<file path="src/rtl/sdram_wb_arbiter_pkg.sv">
// Shared types and constants for the SDRAM-controller Wishbone arbiter.
package sdram_pkg;

  localparam int WB_DATA_W      = 32;
  localparam int WB_SEL_W       = 4;
  localparam int DEFAULT_ADDR_W = 25;

  // Arbiter FSM: waiting for a requester, forwarding one owner, or
  // collecting the owner's remaining acks before handing over.
  typedef enum logic [1:0] {
    ST_IDLE  = 2'd0,
    ST_GRANT = 2'd1,
    ST_DRAIN = 2'd2
  } arb_state_e;

endpackage

</file>
<file path="src/rtl/sdram_wb_arbiter_rr_pick.sv">
// Rotating-priority selector: one-hot grant for the first requester found
// at or after ptr, wrapping around modulo N.
module rr_pick #(
  parameter int N     = 3,
  parameter int IDX_W = 2
) (
  input  logic [N-1:0]     req,
  input  logic [IDX_W-1:0] ptr,
  output logic [N-1:0]     gnt
);

  // Scan from the farthest offset down so the nearest requester wins last.
  always_comb begin
    gnt = '0;
    for (int k = N - 1; k >= 0; k--) begin
      if (req[IDX_W'((int'(ptr) + k) % N)]) begin
        gnt = '0;
        gnt[IDX_W'((int'(ptr) + k) % N)] = 1'b1;
      end
    end
  end

endmodule

</file>
<file path="src/rtl/sdram_wb_arbiter.sv">
// Round-robin arbiter sharing one pipelined Wishbone SDRAM-controller port
// among NUM_MASTERS requesters, with burst limiting and outstanding-ack
// tracking. Request and response paths are combinational once granted.
module sdram_wb_arbiter
  import sdram_pkg::*;
#(
  parameter int NUM_MASTERS = 3,
  parameter int ADDR_W      = DEFAULT_ADDR_W,
  parameter int MAX_BURST   = 16,
  parameter int MAX_OUTST   = 4
) (
  input  logic                             clk,
  input  logic                             rst_n,
  input  logic [NUM_MASTERS-1:0]           m_cyc,
  input  logic [NUM_MASTERS-1:0]           m_stb,
  input  logic [NUM_MASTERS-1:0]           m_we,
  input  logic [NUM_MASTERS*ADDR_W-1:0]    m_addr,
  input  logic [NUM_MASTERS*WB_DATA_W-1:0] m_wdata,
  input  logic [NUM_MASTERS*WB_SEL_W-1:0]  m_sel,
  output logic [NUM_MASTERS-1:0]           m_ack,
  output logic [NUM_MASTERS-1:0]           m_stall,
  output logic [WB_DATA_W-1:0]             m_rdata,
  output logic                             s_cyc,
  output logic                             s_stb,
  output logic                             s_we,
  output logic [ADDR_W-1:0]                s_addr,
  output logic [WB_DATA_W-1:0]             s_wdata,
  output logic [WB_SEL_W-1:0]              s_sel,
  input  logic                             s_ack,
  input  logic                             s_stall,
  input  logic [WB_DATA_W-1:0]             s_rdata,
  output logic [NUM_MASTERS-1:0]           grant,
  output logic                             busy
);

  localparam int IDX_W   = (NUM_MASTERS > 1) ? $clog2(NUM_MASTERS) : 1;
  localparam int BURST_W = $clog2(MAX_BURST + 1);
  localparam int OUTST_W = $clog2(MAX_OUTST + 1);
  localparam logic [BURST_W-1:0] BURST_LIMIT = BURST_W'(MAX_BURST);
  localparam logic [OUTST_W-1:0] OUTST_LIMIT = OUTST_W'(MAX_OUTST);
  localparam logic [IDX_W-1:0]   LAST_IDX    = IDX_W'(NUM_MASTERS - 1);

  arb_state_e         state_q, state_d;
  logic [IDX_W-1:0]   g_q, g_d;
  logic [IDX_W-1:0]   rr_ptr_q, rr_ptr_d;
  logic [BURST_W-1:0] burst_cnt_q, burst_cnt_d;
  logic [OUTST_W-1:0] outst_cnt_q, outst_cnt_d;

  logic [NUM_MASTERS-1:0] pick_onehot;
  logic [IDX_W-1:0]       pick_idx;
  logic                   blocked;
  logic                   accept;
  logic                   ack_cnt;
  logic                   others_req;

  // Per-master views of the flattened buses, indexed by the owner.
  logic [ADDR_W-1:0]    addr_arr  [NUM_MASTERS];
  logic [WB_DATA_W-1:0] wdata_arr [NUM_MASTERS];
  logic [WB_SEL_W-1:0]  sel_arr   [NUM_MASTERS];

  for (genvar i = 0; i < NUM_MASTERS; i++) begin : g_unpack
    assign addr_arr[i]  = m_addr[i*ADDR_W +: ADDR_W];
    assign wdata_arr[i] = m_wdata[i*WB_DATA_W +: WB_DATA_W];
    assign sel_arr[i]   = m_sel[i*WB_SEL_W +: WB_SEL_W];
  end

  rr_pick #(
    .N     (NUM_MASTERS),
    .IDX_W (IDX_W)
  ) u_rr_pick (
    .req (m_cyc),
    .ptr (rr_ptr_q),
    .gnt (pick_onehot)
  );

  // One-hot to index for the winner of the rotating scan.
  always_comb begin
    pick_idx = '0;
    for (int i = 0; i < NUM_MASTERS; i++) begin
      if (pick_onehot[i]) pick_idx = IDX_W'(i);
    end
  end

  assign blocked    = (outst_cnt_q == OUTST_LIMIT) || (burst_cnt_q == BURST_LIMIT);
  assign accept     = s_stb && !s_stall;
  // Acks with nothing outstanding, or while idle, never touch the counter.
  assign ack_cnt    = s_ack && (state_q != ST_IDLE) && (outst_cnt_q != '0);
  assign others_req = |(m_cyc & ~grant);
  assign busy       = (state_q != ST_IDLE);
  assign m_rdata    = s_rdata;

  // Combinational routing between the owner and the controller port.
  always_comb begin
    // NOTE: every output of this block gets a default first, so no latch is inferred.
    grant   = '0;
    m_ack   = '0;
    m_stall = '1;
    s_cyc   = 1'b0;
    s_stb   = 1'b0;
    s_we    = m_we[g_q];
    s_addr  = addr_arr[g_q];
    s_wdata = wdata_arr[g_q];
    s_sel   = sel_arr[g_q];
    case (state_q)
      ST_GRANT: begin
        grant[g_q]   = 1'b1;
        s_cyc        = m_cyc[g_q];
        s_stb        = m_stb[g_q] && !blocked;
        m_stall[g_q] = s_stall || blocked;
        m_ack[g_q]   = s_ack;
      end
      ST_DRAIN: begin
        grant[g_q] = 1'b1;
        s_cyc      = (outst_cnt_q != '0);
        m_ack[g_q] = s_ack;
      end
      default: ;
    endcase
  end

  // Next-state, ownership and counter updates.
  always_comb begin
    state_d     = state_q;
    g_d         = g_q;
    rr_ptr_d    = rr_ptr_q;
    burst_cnt_d = burst_cnt_q + BURST_W'(accept);
    outst_cnt_d = outst_cnt_q + OUTST_W'(accept) - OUTST_W'(ack_cnt);
    case (state_q)
      ST_IDLE: begin
        burst_cnt_d = '0;
        outst_cnt_d = '0;
        if (|m_cyc) begin
          g_d     = pick_idx;
          state_d = ST_GRANT;
        end
      end
      ST_GRANT: begin
        if (!m_cyc[g_q] || (burst_cnt_q == BURST_LIMIT && others_req)) begin
          state_d = ST_DRAIN;
        end else if (burst_cnt_q == BURST_LIMIT) begin
          // Nobody else is waiting: start a fresh burst for the same owner.
          burst_cnt_d = '0;
        end
      end
      ST_DRAIN: begin
        if (outst_cnt_d == '0) begin
          state_d     = ST_IDLE;
          rr_ptr_d    = (g_q == LAST_IDX) ? '0 : g_q + 1'b1;
          burst_cnt_d = '0;
        end
      end
      default: state_d = ST_IDLE;
    endcase
  end

  // Arbiter state registers.
  always_ff @(posedge clk or negedge rst_n) begin
    if (!rst_n) begin
      // NOTE: only control state is reset; the data path is a pure passthrough with no storage.
      state_q     <= ST_IDLE;
      g_q         <= '0;
      rr_ptr_q    <= '0;
      burst_cnt_q <= '0;
      outst_cnt_q <= '0;
    end else begin
      // NOTE: non-blocking assignments so every register samples the pre-edge values.
      state_q     <= state_d;
      g_q         <= g_d;
      rr_ptr_q    <= rr_ptr_d;
      burst_cnt_q <= burst_cnt_d;
      outst_cnt_q <= outst_cnt_d;
    end
  end

endmodule

</file>
<file path="config.mk">
export PLATFORM = sky130hd
export DESIGN_NAME = sdram_wb_arbiter
export DESIGN_NICKNAME = d
export VERILOG_FILES = /design/src/rtl/sdram_wb_arbiter_pkg.sv /design/src/rtl/sdram_wb_arbiter_rr_pick.sv /design/src/rtl/sdram_wb_arbiter.sv
export SDC_FILE = /design/constraint.sdc
export NUM_CORES = 1
export LEC_CHECK = 0
export CORE_AREA = 2 2 131 133
export CTS_CLUSTER_DIAMETER = 50
export CTS_CLUSTER_SIZE = 16
export DETAILED_ROUTE_END_ITERATION = 10
export DIE_AREA = 0 0 133 135
export RECOVER_POWER = 50
export SLEW_MARGIN = 20
export SYNTH_ARGS = -nofsm -noshare
export SYNTH_HDL_FRONTEND = slang
export SYNTH_SLANG_ARGS = --single-unit
</file>
<file path="constraint.sdc">
create_clock -name clk -period 3.34 [get_ports clk]
set_clock_uncertainty 0.2 [all_clocks]
set_input_delay 0.334 -clock clk [delete_from_list [all_inputs] [get_ports clk]]
set_output_delay 0.334 -clock clk [all_outputs]
set_load 0.02 [all_outputs]
</file>
run_1/metal_stack.png
Only two layers are drawn.
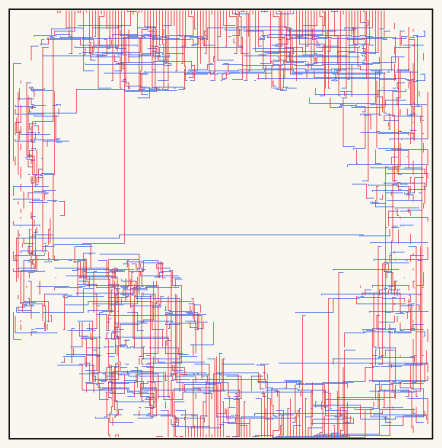
Key: red = met2 [wire length 5550 um]; blue = met1 [wire length 5070 um]

run_1/final_congestion.png
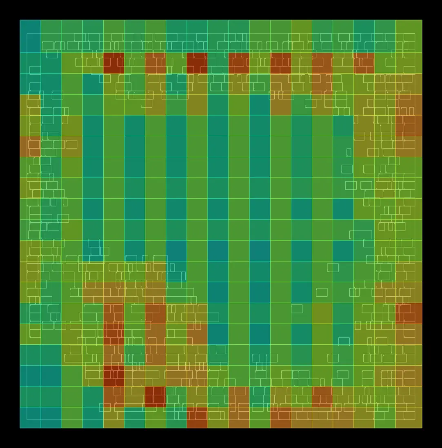
post-layout util: 33.6%
busiest grt layer: met2
met1 usage: 15.3%
Routed WL per cell: 14.4 um
Total GRT Usage: 12.1%

run_1/met4.png
Cells faint in the background.
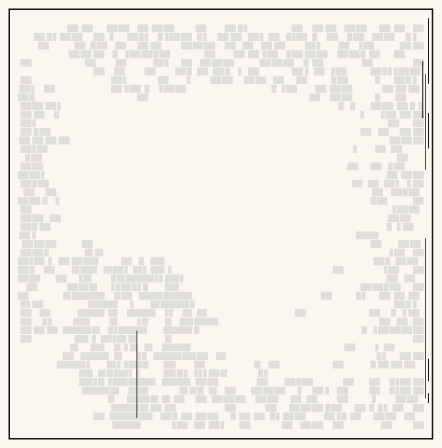
The longest straight run is 50.3 um. The wires run mostly vertical. 8 nets have wire on it. The layer carries 166 um of wire.

==> deck_impl_summary.md, run 1 <==
Key Metrics from the Run

Pwr
  – Leak: 2.07 nW
  – Comb power frac: 85.8%
  – Clk pwr: 0.254 mW
  – PD cells: 680 nW/um^2

Timing
  – Least-Margin Pin Slew: 0.750 ns
  – Worst rel slew slack: 50.0%
  – Setup TNS: 0 ns
  – Fmax: 0.314 GHz

Global routing
  – GR Layer Usage met3: 2.59%
  – Met2 Usage GRT: 21.5%

Layout
  – Inserted Diodes: 0
  – Signal buffers: 287
  – FILL cells: 1690
  – Register Area: 355 sq um
  – Largest registers: burst_cnt_q (5), outst_cnt_q (3)
  – Number of non-clock inverters: 10
  – Comb/total area: 34.9%
  – Most flop-heavy register: burst_cnt_q
  – Leading cell kind: buffers
  – Flip-flops: 14

Detailed routing
  – Vias per std cell: 4.05
  – DRT Pass-1 Iters: 4
  – DRT met1 WL: 5.07 mm
  – DR top layer: met4
  – Routed met2 length: 5.55 mm
  – Via count: 3277

Run status
  – Outcome: completed

Synth
  – Yosys Instances: 353
  – Complex Gates by Area: 16.4%
  – Largest type area fraction: 25.1%
  – Area leader, netlist: mux2i_1
  – XOR-XNOR Cells, Area Fraction: 1.93%

Place
  – Port Buffers: 269
  – Cell Area, Placed: 5370 sq um

Worst setup path
  – Worst Setup Start Kind: flop
  – Cell mode on critical path: inv_1
  – Critical Path Sink Type: flop

Clock network
  – Setup Fix Bufs, Post-CTS: 0
  – CTS tree: yes
  – Clock buffer depth: 2

Floorplanning
  – Die height: 135 um
  – Chip area: 18000 sq um
run_1/zoom.png
Window x 87 to 112, y 21 to 46 um. Cells in grey, sequential cells in the stronger grey; small squares are vias.
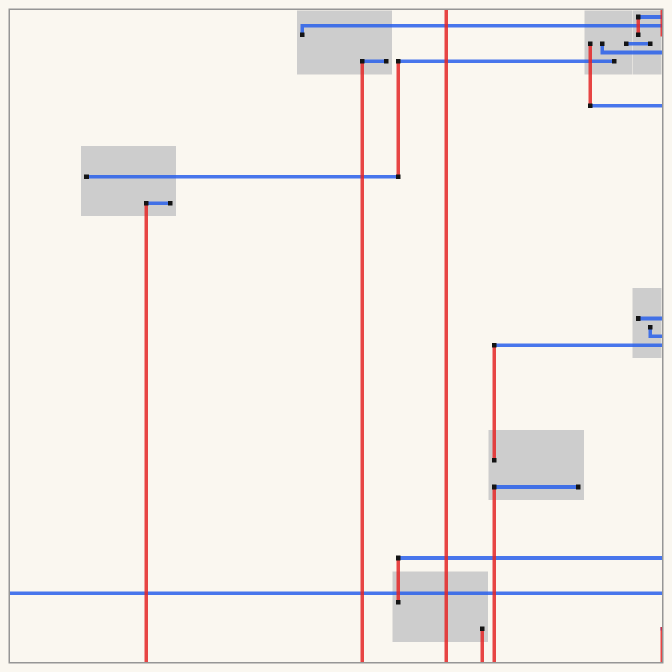

==> inputs of run 2 (changes only) <==
--- a/config.mk
+++ b/config.mk
@@ -5,11 +5,13 @@
 export SDC_FILE = /design/constraint.sdc
 export NUM_CORES = 1
 export LEC_CHECK = 0
-export CORE_AREA = 2 2 131 133
+export CELL_PAD_IN_SITES_DETAIL_PLACEMENT = 1
+export CELL_PAD_IN_SITES_GLOBAL_PLACEMENT = 1
+export CORE_UTILIZATION = 14
 export CTS_CLUSTER_DIAMETER = 50
 export CTS_CLUSTER_SIZE = 16
 export DETAILED_ROUTE_END_ITERATION = 10
-export DIE_AREA = 0 0 133 135
+export PLACE_DENSITY_LB_ADDON = 0.1
 export RECOVER_POWER = 50
 export SLEW_MARGIN = 20
 export SYNTH_ARGS = -nofsm -noshare
run_2/zoom.png
Window x 91 to 116, y 22 to 47 um. Cells in grey, sequential cells in the stronger grey; small squares are vias.
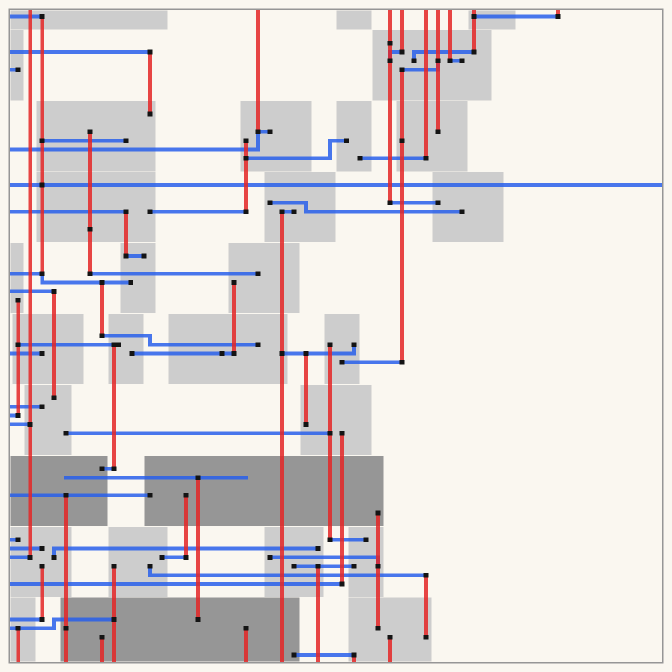
Key: red = met2; blue = met1
Sequential cells in the window: 2. Netlist names of flops here include `burst_cnt_q` (2). Most frequent: buf_4 (7), inv_1 (3), ha_1 (3). 23 logic cells have their middle in the window.

run_2/final_congestion.png
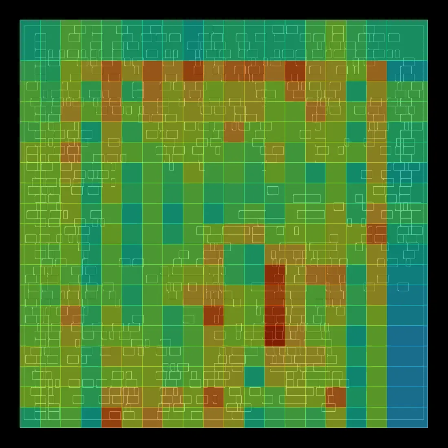
post-layout util: 30.6%
Routed WL per cell: 16.5 um
Total GRT Usage: 13.3%

==> deck_impl_summary.md, run 2 <==
Key Metrics from the Run

Run status
  – Outcome: completed

Global routing
  – GR Layer Usage met3: 3.65%
  – Met1 usage: 14.1%
  – Met2 Usage GRT: 25.9%
  – Initial antenna violation count: 0
  – Vias in the first global route: 3649
  – Busiest grt layer: met2

Detailed routing
  – Via count: 3402
  – DRT Pass-1 Iters: 4
  – Routed met2 length: 7.26 mm
  – DRT met1 WL: 4.91 mm
  – Routed WL: 13.5 mm
  – Vias per std cell: 4.15
  – DR top layer: met4

Clock network
  – Setup Fix Bufs, Post-CTS: 0
  – Post-CTS sizing: 3
  – # hold bufs at CTS: 0
  – CTS tree: yes
  – Num CTS Buffers: 3
  – Clock buffer depth: 2

Pwr
  – Comb power frac: 86.0%
  – Leak: 2.06 nW
  – Total power draw: 3.79 mW
  – Sw frac: 47.9%
  – Psw: 1.81 mW
  – Clk pwr: 0.259 mW
  – PD cells: 686 nW/um^2
  – P_int: 1.97 mW
  – Combinational power: 3.26 mW

Layout
  – Final Non-Filler Cells: 820
  – Signal buffers: 289
  – Most common logic cell in the routed design: clkdlybuf4s50_1
  – Clock buf/inv share: 1.61%
  – Largest registers: burst_cnt_q (5), outst_cnt_q (3)
  – Flip-flops: 14
  – Design area: 5520 sq um
  – Multi-input comb cells: 274
  – Leading cell kind: buffers
  – Most flop-heavy register: burst_cnt_q
  – Inserted Diodes: 0
  – Register Area: 355 sq um
  – Final net count: 834
  – Number of non-clock inverters: 10
  – Comb/total area: 34.6%
  – FILL cells: 2135
  – Sequential cell area share: 6.43%

Worst setup path
  – Critical Path Sink Type: flop
  – Cell mode on critical path: inv_2
  – Largest fanout of any net on the critical path: 4
  – Buf+Inv Stages, Crit Path: 4
  – Worst Setup Start Kind: flop
  – Sequence of cells on the critical path: buf_4, nor2b_4, a21oi_2, nor4_2, inv_1, ha_1, inv_2, ha_4, inv_2, fa_1, nand2b_1, o21ai_2, o211a_1, mux2_4

Synth
  – Largest type area fraction: 25.1%
  – Complex Gates by Area: 16.4%
  – Syn avg cell area: 7.33 sq um
  – Yosys Instances: 353
  – Ys flops: 14
  – XOR-XNOR Cells, Area Fraction: 1.93%
  – Seq share, synth: 13.5%
  – Area leader, netlist: mux2i_1

Floorplanning
  – TAP cells: 229
  – Core area: 18000 sq um
  – Die height: 138 um
  – Chip area: 19000 sq um

Place
  – Cell Area, Placed: 5370 sq um
  – Placer Congestion: 0.713
  – Port Buffers: 269

Job
  – Tool warnings: 34

Timing
  – Setup TNS: 0 ns
  – Final worst slack: 0.0474 ns
  – Unrepaired setup endpoints after global routing: true
  – Least-Margin Pin Slew: 0.764 ns
  – Worst rel slew slack: 49.1%
  – Fmax: 0.304 GHz
No activity file was given, so power comes from the tool's default toggle rates.
